## src/rtl/multicycle_controller.sv

```systemverilog
// Multi-cycle FETCH/DECODE/EXEC/MEM/WB control unit for the EnDMe accumulator processor.
// Optional macro MEM_TIMEOUT_EN: abort a MEM access after TIMEOUT cycles without mem_ready.
module multicycle_controller #(
    parameter int OP_W    = 4,
    parameter int ALUOP_W = 3,
    parameter int TIMEOUT = 16
) (
    input  logic               clk,
    input  logic               reset_n,
    input  logic               start,
    input  logic               instr_valid,
    input  logic               TYP,
    input  logic [OP_W-1:0]    OP,
    input  logic               zero_flag,
    input  logic               mem_ready,
    output logic               ir_load,
    output logic               pc_en,
    output logic               br_ctrl,
    output logic               regwrite_ctrl,
    output logic [ALUOP_W-1:0] aluop_ctrl,
    output logic               memread_ctrl,
    output logic               memwrite_ctrl,
    output logic [1:0]         acc_ctrl,
    output logic               acc_we,
    output logic               busy,
    output logic               halted,
    output logic               illegal,
    output logic               timeout
);

    typedef enum logic [2:0] {
        S_IDLE, S_FETCH, S_DECODE, S_EXEC, S_MEM, S_WB, S_HALT
    } state_t;

    typedef enum logic [3:0] {
        K_ALU, K_LD, K_ST, K_BZ, K_BR, K_MOVA, K_MOVR, K_NOP, K_HALT, K_IMM, K_ILL
    } kind_t;

    // M-type ignores OP entirely; any O-type bit above bit 3 is illegal.
    function automatic kind_t classify(input logic typ, input logic [OP_W-1:0] op);
        if (typ) return K_IMM;
        if ((op >> 4) != '0) return K_ILL;
        if (!op[3]) return K_ALU;
        case (op[2:0])
            3'd0:    return K_LD;
            3'd1:    return K_ST;
            3'd2:    return K_BZ;
            3'd3:    return K_BR;
            3'd4:    return K_MOVA;
            3'd5:    return K_MOVR;
            3'd6:    return K_NOP;
            default: return K_HALT;
        endcase
    endfunction

    state_t             r_state;
    logic               r_typ;
    logic [OP_W-1:0]    r_op;
    logic               r_ir_load, r_pc_en, r_br, r_regwrite, r_memread, r_memwrite;
    logic [ALUOP_W-1:0] r_aluop;
    logic [1:0]         r_acc_ctrl;
    logic               r_acc_we, r_busy, r_halted, r_illegal, r_timeout;
    kind_t              w_kind, w_new_kind;

`ifdef MEM_TIMEOUT_EN
    localparam int CNT_W = $clog2(TIMEOUT + 1);
    logic [CNT_W-1:0]   r_mem_cnt;
`endif

    assign w_kind     = classify(r_typ, r_op);
    assign w_new_kind = classify(TYP, OP);

    // ir_load is high in every FETCH cycle; the IR captures on the edge that accepts instr_valid.
    always_ff @(posedge clk) begin
        // NOTE: every output defaults to 0 here, so each is a one-cycle registered strobe
        // unless the transition below re-asserts it; nothing can be left latched from a prior state.
        r_ir_load  <= 1'b0;
        r_pc_en    <= 1'b0;
        r_br       <= 1'b0;
        r_regwrite <= 1'b0;
        r_aluop    <= '0;
        r_memread  <= 1'b0;
        r_memwrite <= 1'b0;
        r_acc_ctrl <= 2'b00;
        r_acc_we   <= 1'b0;
        r_busy     <= 1'b0;
        r_halted   <= 1'b0;
        r_illegal  <= 1'b0;
        r_timeout  <= 1'b0;
        if (!reset_n) begin
            r_state <= S_IDLE;
            r_typ   <= 1'b0;
            r_op    <= '0;
`ifdef MEM_TIMEOUT_EN
            r_mem_cnt <= '0;
`endif
        end else begin
            case (r_state)
                S_IDLE: begin
                    if (start) begin
                        r_state   <= S_FETCH;
                        r_ir_load <= 1'b1;
                        r_busy    <= 1'b1;
                    end
                end
                S_FETCH: begin
                    r_busy <= 1'b1;
                    if (instr_valid) begin
                        r_typ   <= TYP;
                        r_op    <= OP;
                        r_state <= S_DECODE;
                        if (w_new_kind == K_ILL) begin
                            r_illegal <= 1'b1;
                            r_pc_en   <= 1'b1;
                        end
                    end else begin
                        r_ir_load <= 1'b1;
                    end
                end
                S_DECODE: begin
                    r_busy <= 1'b1;
`ifdef MEM_TIMEOUT_EN
                    r_mem_cnt <= '0;
`endif
                    case (w_kind)
                        K_ILL: begin
                            r_state   <= S_FETCH;
                            r_ir_load <= 1'b1;
                        end
                        K_LD: begin
                            r_state   <= S_MEM;
                            r_memread <= 1'b1;
                        end
                        K_ST: begin
                            r_state    <= S_MEM;
                            r_memwrite <= 1'b1;
                        end
                        default: begin
                            r_state <= S_EXEC;
                            case (w_kind)
                                K_ALU: begin
                                    r_aluop    <= ALUOP_W'(r_op[2:0]);
                                    r_acc_ctrl <= 2'b01;
                                    r_acc_we   <= 1'b1;
                                    r_pc_en    <= 1'b1;
                                end
                                K_BZ: begin
                                    r_pc_en <= 1'b1;
                                    r_br    <= zero_flag;
                                end
                                K_BR: begin
                                    r_pc_en <= 1'b1;
                                    r_br    <= 1'b1;
                                end
                                K_MOVA: begin
                                    r_regwrite <= 1'b1;
                                    r_pc_en    <= 1'b1;
                                end
                                K_MOVR: begin
                                    r_acc_ctrl <= 2'b11;
                                    r_acc_we   <= 1'b1;
                                    r_pc_en    <= 1'b1;
                                end
                                K_NOP:  r_pc_en <= 1'b1;
                                K_IMM: begin
                                    r_acc_ctrl <= 2'b00;
                                    r_acc_we   <= 1'b1;
                                    r_pc_en    <= 1'b1;
                                end
                                default: ;
                            endcase
                        end
                    endcase
                end
                S_EXEC: begin
                    if (w_kind == K_HALT) begin
                        r_state  <= S_HALT;
                        r_halted <= 1'b1;
                    end else begin
                        r_state   <= S_FETCH;
                        r_ir_load <= 1'b1;
                        r_busy    <= 1'b1;
                    end
                end
                S_MEM: begin
                    r_busy <= 1'b1;
                    if (mem_ready) begin
                        r_state <= S_WB;
                        r_pc_en <= 1'b1;
                        if (w_kind == K_LD) begin
                            r_acc_ctrl <= 2'b10;
                            r_acc_we   <= 1'b1;
                        end
`ifdef MEM_TIMEOUT_EN
                    end else if (r_mem_cnt == CNT_W'(TIMEOUT - 1)) begin
                        r_state   <= S_FETCH;
                        r_ir_load <= 1'b1;
                        r_pc_en   <= 1'b1;
                        r_timeout <= 1'b1;
`endif
                    end else begin
                        r_memread  <= (w_kind == K_LD);
                        r_memwrite <= (w_kind == K_ST);
`ifdef MEM_TIMEOUT_EN
                        r_mem_cnt  <= r_mem_cnt + 1'b1;
`endif
                    end
                end
                S_WB: begin
                    r_state   <= S_FETCH;
                    r_ir_load <= 1'b1;
                    r_busy    <= 1'b1;
                end
                S_HALT: begin
                    if (start) begin
                        r_state   <= S_FETCH;
                        r_ir_load <= 1'b1;
                        r_busy    <= 1'b1;
                    end else begin
                        r_halted <= 1'b1;
                    end
                end
                default: r_state <= S_IDLE;
            endcase
        end
    end

    assign ir_load       = r_ir_load;
    assign pc_en         = r_pc_en;
    assign br_ctrl       = r_br;
    assign regwrite_ctrl = r_regwrite;
    assign aluop_ctrl    = r_aluop;
    assign memread_ctrl  = r_memread;
    assign memwrite_ctrl = r_memwrite;
    assign acc_ctrl      = r_acc_ctrl;
    assign acc_we        = r_acc_we;
    assign busy          = r_busy;
    assign halted        = r_halted;
    assign illegal       = r_illegal;
    assign timeout       = r_timeout;

endmodule
```

## config.mk

```make
export PLATFORM = sky130hd
export DESIGN_NAME = multicycle_controller
export DESIGN_NICKNAME = d
export VERILOG_FILES = /design/src/rtl/multicycle_controller.sv
export SDC_FILE = /design/constraint.sdc
export NUM_CORES = 1
export LEC_CHECK = 0
export CORE_ASPECT_RATIO = 1.25
export CORE_MARGIN = 2
export CORE_UTILIZATION = 40
export DETAILED_ROUTE_END_ITERATION = 10
export PLACE_DENSITY_LB_ADDON = 0.05
export SLEW_MARGIN = 25
export SYNTH_ARGS = -nofsm -noshare
export SYNTH_HDL_FRONTEND = slang
export SYNTH_SLANG_ARGS = --single-unit
```

## constraint.sdc

```tcl
create_clock -name clk -period 4.3 [get_ports clk]
set_input_delay 0.86 -clock clk [delete_from_list [all_inputs] [get_ports clk]]
set_output_delay 0.86 -clock clk [all_outputs]
set_load 0.05 [all_outputs]
```

==> metrics.yaml, run 1 <==
status: "complete, no violations"
grt_max_degree: 15
buf_share: 0.161
fin_skew_ns: 0.0127
layout.cells.non_filler: 211
yosys_cells: 154
hold_start: "r_op[0]$_SDFFE_PN0P_"
arrival_ns: 2.69
crit_path_end: "aluop_ctrl[2]$_SDFF_PP0_"
cpMaxStageDelayCell: "or3_4"
clock-sinks: 23
clkLatencyLatePin_ns: 0.32
startpoint_type: "flip-flop"
simple_gate_share: 0.290
holdWs_ns: 0.530
fin_crit_sh: 0.574
clkCellAreaFrac: 0.0177
grt-busiest-layer: "met2"
crit_buf_inv: 1
grt-ovfl-total: 0
synthArstFlopShare: 0
cts_setup_buffers: 0
netlist_instances: 154
ys_sh_adder: 0.0392
antenna_found_initial: 0
criticalPathCategory: "reg -> reg"
path_max_fanout: 11
holdPathEnd: "aluop_ctrl[0]$_SDFF_PP0_"
design.seq.count: 23
dr.max_layer_used: "met4"
mux_share: 0.0706
n_all_inverters: 6
seq_power_share: 0.468
postSynthSeqShare: 0.361
wl_met3_um: 112
place_congestion: 0.872
cts-buffers-inserted: 3
lay_top_cells: "clkdlybuf4s50_1, dfxtp_1, nor2_1, nand2_1"
first_pass_iters: 4
crit_cells: 7
finalCriticalPeriod_ns: 2.47
top_cell_area_share: 0.361
==> run_1/drive_strength.png <==
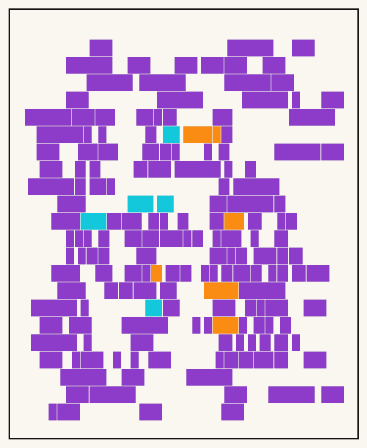
drive 1 or less: in purple, cells 164. drive 3 to 4: in cyan, cells 5. drive 2: in orange, cells 6.
Buffers excl. clock: 25
worst setup margin: 1.83 ns
synthesis-to-layout area growth: 21.9%
Design Area, Final: 1560 µm²

==> run_1/pins.png <==
Bar = 20 µm. Pins as bars across the die edge, other pins in grey.
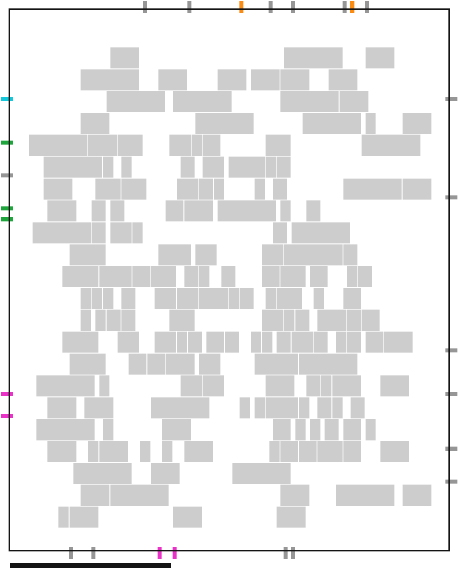
aluop_ctrl: in green, pins 3, direction output, edge left. OP: in magenta, pins 4, direction input, edge 2 left, 2 bottom. acc_ctrl: in orange, pins 2, direction output, edge top. clk: in cyan, pins 1, direction input, edge left.
DIE WIDTH: 54.5 µm
chip height: 67.2 µm
number of I/O port buffers: 25

==> run_1/zoom.png <==
Region (31, 40) to (51, 60) µm. Cells in grey, sequential cells in the stronger grey; small squares are vias.
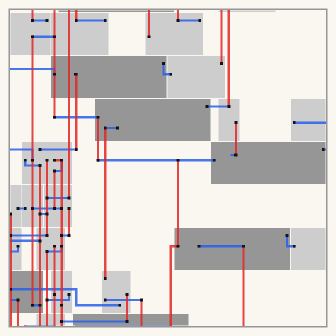
met1: in blue. met2: in red.
18 logic cells have their middle in the window. Sequential cells in the window: 4. Most frequent: clkdlybuf4s50_1 (6), dfxtp_1 (4), a21oi_1 (2).

==> run_1/density.png <==
The die is cut into 5 by 7 equal tiles; white is low, dark blue is high, 0 to 100% covered.
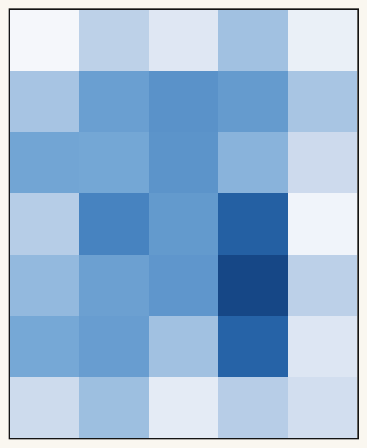
The fullest tile reaches 91%. The densest ninth of the die: centre. The mean over all tiles is 41%. 8.6% of the tiles are over 75% full.
Core Util, Final: 0.518
Core Area: 3000 µm²
floorplan utilization: 0.425

==> run_1/final_placement.png <==
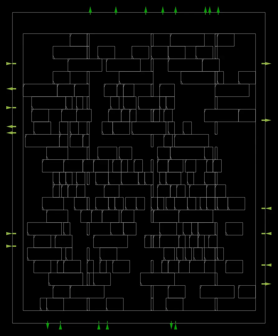

==> run 2, diff against run 1 <==
- clock period: 4.3 -> 2.1 ns (I/O delays scaled with it)
==> run_2/final_placement.png <==
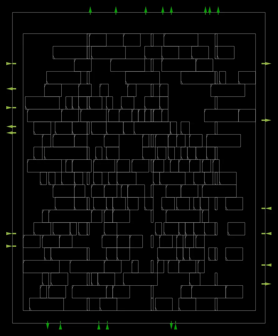
flop share of the area: 0.274
n_taps: 36
seq_cells: 23
Core Util, Final: 0.563

==> run 2 against run 1 <==
Register-to-register slack got worse by 1.8 ns. Synthesized cell count did not move. Non-clock buffer count is 10 higher. Cell count increased by 4.7%. Highest routed layer unchanged. Worst hold slack improved by 0.067 ns.
==> metrics.yaml, run 2 <==
antenna_found_initial: 0  # unchanged
holdPathEnd: "aluop_ctrl[1]$_SDFF_PP0_"  # was aluop_ctrl[0]$_SDFF_PP0_
clkLatencyLatePin_ns: 0.32  # about the same
clock-sinks: 23  # unchanged
syn_to_final_growth_pct: 32.5  # was 21.9%
final_cell_area_um2: 1690  # was 1560 µm²
holdWs_ns: 0.597  # was 0.530 ns
grt-busiest-layer: "met2"  # unchanged
diodes: 0  # unchanged
place_congestion: 0.871  # was 0.872
criticalPathCategory: "reg -> reg"  # unchanged
arrival_ns: 2.30  # was 2.69 ns
maxSlewViolCount: 0  # unchanged
pwr-share-clk: 0.182  # was 0.192
clkCellAreaFrac: 0.0163  # was 0.0177
worstPathCellList: "buf_6 -> ha_4 -> or3_4 -> or4_4 -> a2bb2oi_2 -> o22a_1 -> o21ai_2"  # was inv_1 -> ha_1 -> or3_4 -> a31oi_1 -> a21o_1 -> nand3_1 -> nor4b_1
first_pass_iters: 4  # unchanged
simple_gate_share: 0.290  # unchanged
n_all_inverters: 6  # unchanged
mux_share: 0.0706  # unchanged
netlist_instances: 154  # unchanged
cts-buffers-inserted: 3  # unchanged
signal_buffers: 35  # was 25
largest_reg_flops: 4  # unchanged
fp_util: 0.425  # unchanged
rsz0062_at_grt: "yes"  # was no
path_max_fanout: 6  # was 11
grt_max_degree: 15  # unchanged
die_w_um: 54.5  # unchanged
cts_buffer_depth: 2  # unchanged
hold_start: "r_op[1]$_SDFFE_PN0P_"  # was r_op[0]$_SDFFE_PN0P_
grt_pass1_wl_mm: 5.13  # was 4.88 mm
cpMaxStageDelayCell: "or4_4"  # was or3_4
die_height_um: 67.2  # unchanged
postSynthSeqShare: 0.361  # unchanged
crit_cells: 7  # unchanged
crit_buf_inv: 1  # unchanged
io_buffers: 25  # unchanged
startpoint_type: "flip-flop"  # unchanged
synthArstFlopShare: 0  # unchanged
layout.cells.non_filler: 221  # was 211
wl_met3_um: 101  # was 112 µm
crit_path_end: "r_state[2]$_SDFFE_PN0P_"  # was aluop_ctrl[2]$_SDFF_PP0_
postLayoutSetupSlackWorst_ns: 0.0789  # was 1.83 ns
yosys_cells: 154  # unchanged
seq_power_share: 0.447  # was 0.468
synth_flops: 23  # unchanged
cts_setup_buffers: 1  # was 0
fin_crit_sh: 0.962  # was 0.574
lay_top_cells: "clkdlybuf4s50_1, dfxtp_1, nor2_1, nand2_1"  # unchanged
post-dp-hpwl_mm: 2.27  # was 2.20 mm
status: "complete, no violations"  # unchanged
finalCriticalPeriod_ns: 2.02  # was 2.47 ns
fin_skew_ns: 0.0153  # was 0.0127 ns
dr.max_layer_used: "met4"  # unchanged
grt-ovfl-total: 0  # unchanged
drt-total-wl_mm: 3.08  # was 2.92 mm
wl_met2_mm: 1.60  # was 1.45 mm
drc: 0  # unchanged
==> run_2/pins.png <==
Bar = 20 µm. Pins as bars across the die edge, other pins in grey.
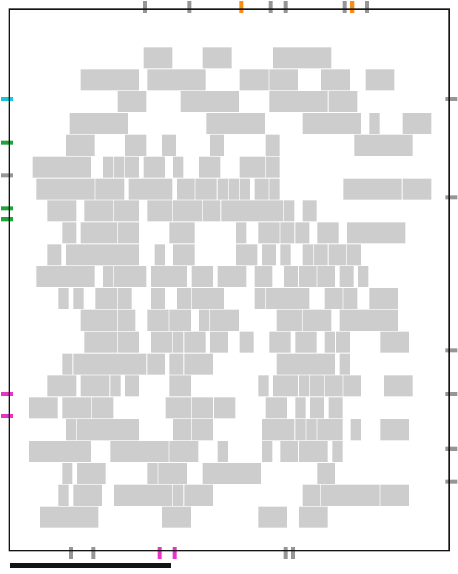
aluop_ctrl: in green, pins 3, direction output, edge left. OP: in magenta, pins 4, direction input, edge 2 left, 2 bottom. clk: in cyan, pins 1, direction input, edge left. acc_ctrl: in orange, pins 2, direction output, edge top.

==> run_2/density.png <==
The die is cut into 5 by 7 equal tiles; white is low, dark blue is high, 0 to 100% covered.
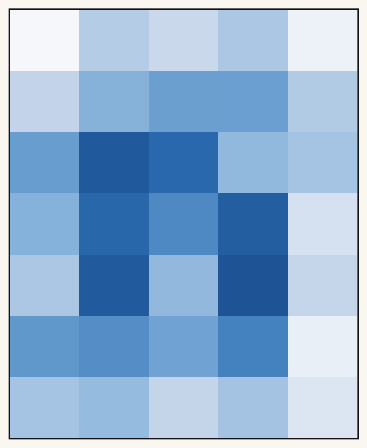

==> run 3, diff against run 2 <==
- MAX_ROUTING_LAYER: not set -> met4
- PLACE_DENSITY: not set -> 0.69
- PLACE_DENSITY_LB_ADDON: 0.05 -> not set
- clock period: 2.1 -> 2.4 ns (I/O delays scaled with it)
==> run_3/density.png <==
The die is cut into 5 by 7 equal tiles; white is low, dark blue is high, 0 to 100% covered.
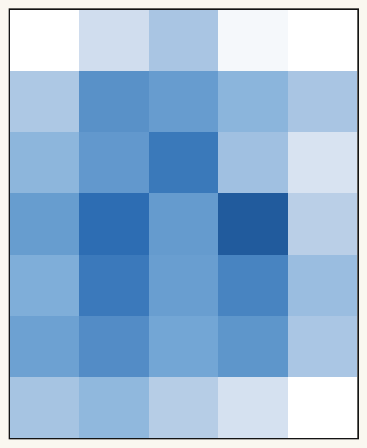
The mean over all tiles is 42%. The fullest tile reaches 83%. 5.7% of the tiles are over 75% full. The densest ninth of the die: centre.
Core Util, Final: 0.532

==> run 3 against run 2 <==
Sequential share of layout area grew 1.6 points. Maximum frequency shrank 9.5%. Routed wire length shrank 2.4%. Register-to-register slack gained 0.09 ns. Cell count shrank 2.3%. Global-route usage grew 0.28 points. Clock skew shrank 0.013 ns. Sequential power shrank 12%. Critical path depth is the same. Count of clock-buffer cells in the layout is the same. Power shrank 15%. Synthesized area is the same. Highest routed layer unchanged.
==> metrics.yaml, run 3 <==
postSynthSeqShare: 0.361  # unchanged
post-dp-hpwl_mm: 2.28  # was 2.27 mm
simple_gate_share: 0.290  # unchanged
startpoint_type: "flip-flop"  # unchanged
postLayoutSetupSlackWorst_ns: 0.166  # was 0.0789 ns
path_max_fanout: 6  # unchanged
clkCellAreaFrac: 0.0173  # was 0.0163
fin_skew_ns: 0.00275  # was 0.0153 ns
cts_setup_buffers: 0  # was 1
wl_met3_um: 108  # was 101 µm
drc: 0  # unchanged
n_all_inverters: 6  # unchanged
arrival_ns: 2.49  # was 2.30 ns
ys_sh_adder: 0.0392  # unchanged
syn_to_final_growth_pct: 25.0  # was 32.5%
diodes: 0  # unchanged
die_w_um: 54.5  # unchanged
final_cell_area_um2: 1600  # was 1690 µm²
cts_buffer_depth: 2  # unchanged
yosys_cells: 154  # unchanged
taps: 36  # unchanged
crit_buf_inv: 1  # unchanged
holdWs_ns: 0.501  # was 0.597 ns
grt-ovfl-total: 0  # unchanged
synth_flops: 23  # unchanged
place_congestion: 0.960  # was 0.871
grt_max_degree: 15  # unchanged
crit_path_end: "r_state[2]$_SDFFE_PN0P_"  # unchanged
dr.max_layer_used: "met4"  # unchanged
wl_met2_mm: 1.53  # was 1.60 mm
worstPathCellList: "inv_1 -> ha_1 -> or3_4 -> or4_4 -> a2bb2oi_2 -> o22a_1 -> o21ai_2"  # was buf_6 -> ha_4 -> or3_4 -> or4_4 -> a2bb2oi_2 -> o22a_1 -> o21ai_2
first_pass_iters: 4  # unchanged
rsz0062_at_grt: "no"  # was yes
mux_share: 0.0706  # unchanged
grt_pass1_wl_mm: 5.17  # was 5.13 mm
cts-buffers-inserted: 3  # unchanged
antenna_found_initial: 0  # unchanged
core_um2: 3000  # unchanged
drt-total-wl_mm: 3.01  # was 3.08 mm
grt-busiest-layer: "met2"  # unchanged
netlist_instances: 154  # unchanged
status: "complete, no violations"  # unchanged
layout.cells.non_filler: 216  # was 221
==> run_3/final_placement.png <==
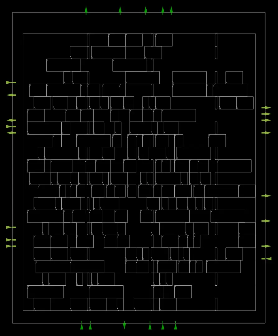
fill count: 294
site row count: 22
flop share of the area: 0.290

No activity file was given, so power comes from the tool's default toggle rates.
